$ cat src/rtl/fetch_pkg.sv
// Shared types and defaults for the fetch/stall front end.
package fetch_pkg;

  localparam int unsigned CTRL_W = 9;
  localparam logic [31:0] NOP_INSTR = 32'h0000_0000;

  typedef enum logic [1:0] {
    FETCH_RUN   = 2'b00,
    FETCH_STALL = 2'b01,
    FETCH_FLUSH = 2'b10
  } fetch_state_t;

endpackage

$ cat src/rtl/if_id_reg.sv
// IF/ID pipeline register: flush loads a NOP bubble, hold keeps contents, else captures fetch.
module if_id_reg #(
  parameter int unsigned          PC_W      = 32,
  parameter int unsigned          INSTR_W   = 32,
  parameter logic [INSTR_W-1:0]   NOP_INSTR = '0
) (
  input  logic               i_clk,
  input  logic               i_rst_n,
  input  logic               i_flush,
  input  logic               i_hold,
  input  logic [PC_W-1:0]    i_pc4,
  input  logic [INSTR_W-1:0] i_instr,
  output logic [PC_W-1:0]    o_pc4,
  output logic [INSTR_W-1:0] o_instr,
  output logic               o_valid
);

  logic [PC_W-1:0]    r_pc4;
  logic [INSTR_W-1:0] r_instr;
  logic               r_valid;

  // Flush beats hold so a redirect always empties the slot.
  always_ff @(posedge i_clk) begin
    if (!i_rst_n || i_flush) begin
      r_pc4   <= '0;
      r_instr <= NOP_INSTR;
      r_valid <= 1'b0;
    end else if (!i_hold) begin
      r_pc4   <= i_pc4;
      r_instr <= i_instr;
      r_valid <= 1'b1;
    end
  end

  assign o_pc4   = r_pc4;
  assign o_instr = r_instr;
  assign o_valid = r_valid;

endmodule

$ cat src/rtl/fetch_stall_unit.sv
// Front end: PC, IF/ID and ID/EX control under hold/bubble/redirect control with stall watchdog.
// FETCH_PERF_CNT_EN adds free-running stall_cycles and flush_count outputs.
module fetch_stall_unit #(
  parameter int unsigned        PC_W      = 32,
  parameter int unsigned        INSTR_W   = 32,
  parameter int unsigned        CTRL_W    = fetch_pkg::CTRL_W,
  parameter logic [PC_W-1:0]    RESET_PC  = '0,
  parameter logic [INSTR_W-1:0] NOP_INSTR = fetch_pkg::NOP_INSTR,
  parameter int unsigned        MAX_STALL = 15
) (
  input  logic               i_clk,
  input  logic               i_rst_n,
  input  logic               i_hold_pc,
  input  logic               i_hold_if_id,
  input  logic               i_mux_selector,
  input  logic               i_branch_resolved,
  input  logic               i_branch_taken,
  input  logic [PC_W-1:0]    i_branch_target,
  input  logic [INSTR_W-1:0] i_imem_instr,
  input  logic [CTRL_W-1:0]  i_id_ctrl,
  output logic [PC_W-1:0]    o_pc,
  output logic [PC_W-1:0]    o_if_id_pc4,
  output logic [INSTR_W-1:0] o_if_id_instr,
  output logic               o_if_id_valid,
  output logic [CTRL_W-1:0]  o_id_ex_ctrl,
  output logic [1:0]         o_fetch_state,
`ifdef FETCH_PERF_CNT_EN
  output logic [31:0]        o_stall_cycles,
  output logic [31:0]        o_flush_count,
`endif
  output logic               o_stall_err
);

  import fetch_pkg::*;

  localparam int unsigned CNT_W = $clog2(MAX_STALL + 1);

  logic [PC_W-1:0]   r_pc, w_pc_d, w_pc_inc;
  logic [CTRL_W-1:0] r_id_ex_ctrl, w_id_ex_ctrl_d;
  fetch_state_t      r_state, w_state_d;
  logic [CNT_W-1:0]  r_stall_cnt, w_stall_cnt_d;
  logic              r_stall_err;
  logic              w_redirect, w_hold_any;

  always_comb begin
    w_redirect = i_branch_resolved & i_branch_taken;
    w_hold_any = i_hold_pc | i_hold_if_id;
    w_pc_inc   = r_pc + PC_W'(4);

    if (w_redirect)      w_pc_d = i_branch_target;
    else if (i_hold_pc)  w_pc_d = r_pc;
    else                 w_pc_d = w_pc_inc;

    w_id_ex_ctrl_d = (w_redirect || i_mux_selector) ? '0 : i_id_ctrl;

    if (w_redirect)      w_state_d = FETCH_FLUSH;
    else if (w_hold_any) w_state_d = FETCH_STALL;
    else                 w_state_d = FETCH_RUN;

    // Counter tracks the stall cycle being entered, so the Nth held edge reads N.
    w_stall_cnt_d = '0;
    if (w_state_d == FETCH_STALL) begin
      w_stall_cnt_d = (r_stall_cnt == CNT_W'(MAX_STALL)) ? r_stall_cnt : r_stall_cnt + 1'b1;
    end
  end

  always_ff @(posedge i_clk) begin
    if (!i_rst_n) begin
      r_pc         <= RESET_PC;
      r_id_ex_ctrl <= '0;
      r_state      <= FETCH_RUN;
      r_stall_cnt  <= '0;
      r_stall_err  <= 1'b0;
    end else begin
      r_pc         <= w_pc_d;
      r_id_ex_ctrl <= w_id_ex_ctrl_d;
      r_state      <= w_state_d;
      r_stall_cnt  <= w_stall_cnt_d;
      r_stall_err  <= r_stall_err | (w_stall_cnt_d == CNT_W'(MAX_STALL));
    end
  end

  if_id_reg #(
    .PC_W      (PC_W),
    .INSTR_W   (INSTR_W),
    .NOP_INSTR (NOP_INSTR)
  ) u_if_id_reg (
    .i_clk   (i_clk),
    .i_rst_n (i_rst_n),
    .i_flush (w_redirect),
    .i_hold  (i_hold_if_id),
    .i_pc4   (w_pc_inc),
    .i_instr (i_imem_instr),
    .o_pc4   (o_if_id_pc4),
    .o_instr (o_if_id_instr),
    .o_valid (o_if_id_valid)
  );

`ifdef FETCH_PERF_CNT_EN
  logic [31:0] r_stall_cycles, r_flush_count;

  always_ff @(posedge i_clk) begin
    if (!i_rst_n) begin
      r_stall_cycles <= '0;
      r_flush_count  <= '0;
    end else begin
      r_stall_cycles <= r_stall_cycles + 32'(i_hold_pc);
      r_flush_count  <= r_flush_count + 32'(w_redirect);
    end
  end

  assign o_stall_cycles = r_stall_cycles;
  assign o_flush_count  = r_flush_count;
`endif

  assign o_pc          = r_pc;
  assign o_id_ex_ctrl  = r_id_ex_ctrl;
  assign o_fetch_state = r_state;
  assign o_stall_err   = r_stall_err;

endmodule

$ cat config.mk
export PLATFORM = sky130hd
export DESIGN_NAME = fetch_stall_unit
export DESIGN_NICKNAME = d
export VERILOG_FILES = /design/src/rtl/fetch_pkg.sv /design/src/rtl/if_id_reg.sv /design/src/rtl/fetch_stall_unit.sv
export SDC_FILE = /design/constraint.sdc
export NUM_CORES = 1
export LEC_CHECK = 0
export ABC_AREA = 1
export CAP_MARGIN = 15
export CELL_PAD_IN_SITES_DETAIL_PLACEMENT = 1
export CELL_PAD_IN_SITES_GLOBAL_PLACEMENT = 1
export CORE_ASPECT_RATIO = 0.9
export CORE_MARGIN = 2
export CORE_UTILIZATION = 33
export DETAILED_ROUTE_END_ITERATION = 8
export HOLD_SLACK_MARGIN = 0.12
export PLACE_DENSITY_LB_ADDON = 0.1
export SETUP_SLACK_MARGIN = 0.4
export SYNTH_ARGS = -nofsm -noshare
export SYNTH_HDL_FRONTEND = slang
export SYNTH_SLANG_ARGS = --single-unit
$ cat constraint.sdc
create_clock -name i_clk -period 3 [get_ports i_clk]
set_input_delay 0.45 -clock i_clk [delete_from_list [all_inputs] [get_ports i_clk]]
set_output_delay 0.45 -clock i_clk [all_outputs]
set_load 0.01 [all_outputs]
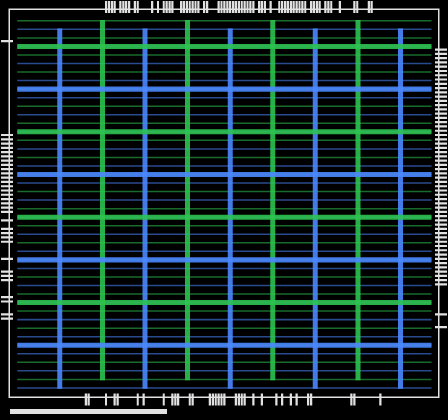
(power grid)
Scale bar: 50 um. Pins as bars on the die edge.
- blue: VSS
- green: VDD
- signal pins: 189
- rows: 43

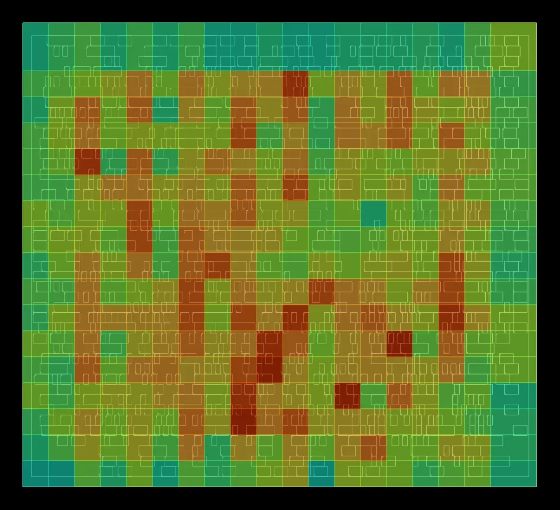
(congestion heat map)
GRT Max-Usage Layer: met2
met1 Track Usage GR: 0.282

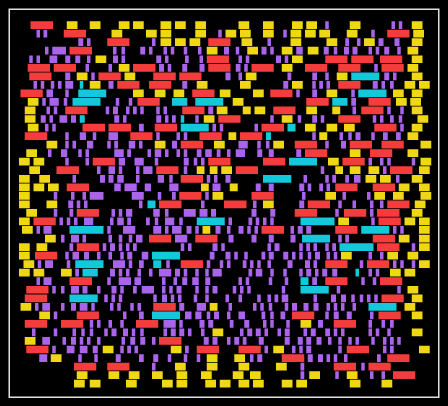
(cell classes on the final placement)
- purple: remaining logic cells (cells 613; share of their area 36%)
- yellow: remaining buffers and delay cells (cells 199; share of their area 26%)
- cyan: clock drivers and dummy loads (cells 32; share of their area 8.0%)
- red: registers (cells 113; share of their area 30%)
Core ar.: 15400 sq um
fin util: 0.508
Finished Cell Area: 7850 sq um
Seq area share: 0.288
FP Rows: 43

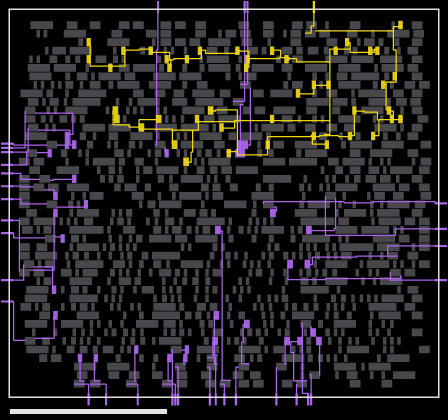
(I/O nets highlighted)
Scale bar: 50 um.
- purple: `i_branch_target` (direction input; end cells 32; buffers 32; wire 954 um)
- yellow: `i_hold_if_id` (direction input; end cells 44; buffers 2; wire 479 um)
IO buf count: 188
total I/O pin count: 189

==> impl_metrics.py <==
# Auto-generated metrics
metrics = {
    "worst_setup_path": {
        "worst-path-stages": 7,
        "crit_path_start_kind": "input pin",
        "reg2reg_from": "o_pc[3]",
        "arrival_ns": 2.39,
        "critical_path.top_delay_family": "simple AND/OR/NAND/NOR gates",
        "cp_slowest_stage_delay_ns": 0.46,
        "r2r-end": "u_if_id_reg.o_pc4[24]",
        "cp_cell_sequence": "clkdlybuf4s50_1 -> nand2_2 -> inv_1 -> nor2_2 -> clkinv_1 -> or2_1 -> nor2_1",
        "r2r_setup_slack_ns": 1.13,
        "slowest_stage": "or2_1",
        "crit_end": "o_id_ex_ctrl[0]",
        "path_class": "in2reg",
        "crit_required_ns": 3.34,
        "reg2regPathDepth": 8,
    },
    "clocking": {
        "post-cts-setup-buffers": 0,
        "htree_levels": 4,
        "cts_tree": "built",
        "clockRootBuffer": "clkbuf_16",
        "numCtsBuffers": 17,
        "clk_latency_ns": 0.42,
        "path_clk_slew_ns": 0.05,
        "hold_buffers": 0,
    },
    "power": {
        "pg_clk_mw": 2.09,
        "power-top-group": "the clock network",
        "power.share.sequential": 0.380,
        "power.density_nw_per_um2": 553,
        "irDropWorstVdd_uv": 388,
        "internal_power_mw": 3.26,
        "clockPowerShare": 0.480,
        "power_mw": 4.35,
        "switchingPower_mw": 1.09,
        "switching_share": 0.250,
    },
    "sta": {
        "min_period_ns": 2.05,
        "layout_setup_ws_ns": 0.952,
        "final-max-slew-violation-count": 0,
        "max_freq_mhz": 488,
        "finalHoldViolations": 0,
        "finClkSkew_ns": 0.00877,
        "worst_pin_slew_ns": 0.622,
        "relSlewSlack": 0.584,
        "setup_viol": 0,
        "setup-tns-final_ns": 0,
    },
    "grt": {
        "gr-usage-met3": 0.0570,
        "grt_first_pass_wirelength_um": 29400,
        "antenna_found_initial": 0,
        "grt_max_degree": 56,
        "grtUsageMet2": 0.394,
    },
    "finish": {
        "layout.cells.non_filler": 1159,
        "antennaDiodeCount": 0,
        "logic_area_sq_um": 2400,
        "inv_count": 97,
        "num-nonclk-buffers": 199,
        "dominant_cells": "combinational gates",
        "nonClkBufAreaFrac": 0.250,
        "flops": 113,
        "n_clock_buffer": 23,
        "nets": 1026,
        "layout_top_cell": "nand2_1",
        "lay_top_cells": "nand2_1 (225), clkdlybuf4s50_1 (188), dfxtp_1 (113), inv_1 (90), nor2_1 (85)",
    },
    "yosys": {
        "async_flop_share": 0,
        "ys.flop_type": "dfxtp_1",
        "yosys_area_sq_um": 5200,
        "yosys_warnings": 0,
        "synth.top_cell.area_share": 0.435,
        "yosys-top-cells-count": "nand2_1 (225), dfxtp_1 (113), inv_1 (91), nor2_1 (85), a21oi_1 (54)",
        "ys_sh_simple": 0.319,
        "top_area_cell": "dfxtp_1",
        "syn-cell-area_sq_um": 5200,
        "top_cell": "nand2_1",
        "xor_share": 0.0135,
        "synth_stat.cells": 760,
        "yosys.stat.seqShare": 0.435,
        "synth-edff-count": 0,
        "area_leaders": "dfxtp_1 (43%), nand2_1 (16%), inv_1 (6.6%), nor2_1 (6.1%), a21oi_1 (5.2%)",
        "ys_sh_aoi": 0.124,
        "fa_ha_area_frac": 0.00481,
        "topCombFamilyByArea": "simple AND/OR/NAND/NOR gates",
    },
    "routing": {
        "via_per_inst": 4.79,
        "dr.pass1.iters": 4,
        "drt-met1-wl_um": 8280,
        "highest-signal-layer": "met4",
        "wl_per_cell_um": 16.4,
        "drtAntennaViolNets": 0,
        "drc": 0,
        "drt_iter0_drc": 302,
        "routed_wl_um": 19000,
    },
    "floorplan": {
        "chipArea_sq_um": 16800,
        "fp.dieH_um": 123,
    },
    "min_path": {
        "holdPathStages": 2,
        "min_to": "o_stall_err",
    },
    "place": {
        "post-place-cells": 1127,
        "pre_cts_slack_ns": 0.531,
    },
    "job": {
        "warnings": 26,
    },
    "outcome": {
        "outcome": "finished clean",
    },
}
Power and IR drop assume default switching activity.
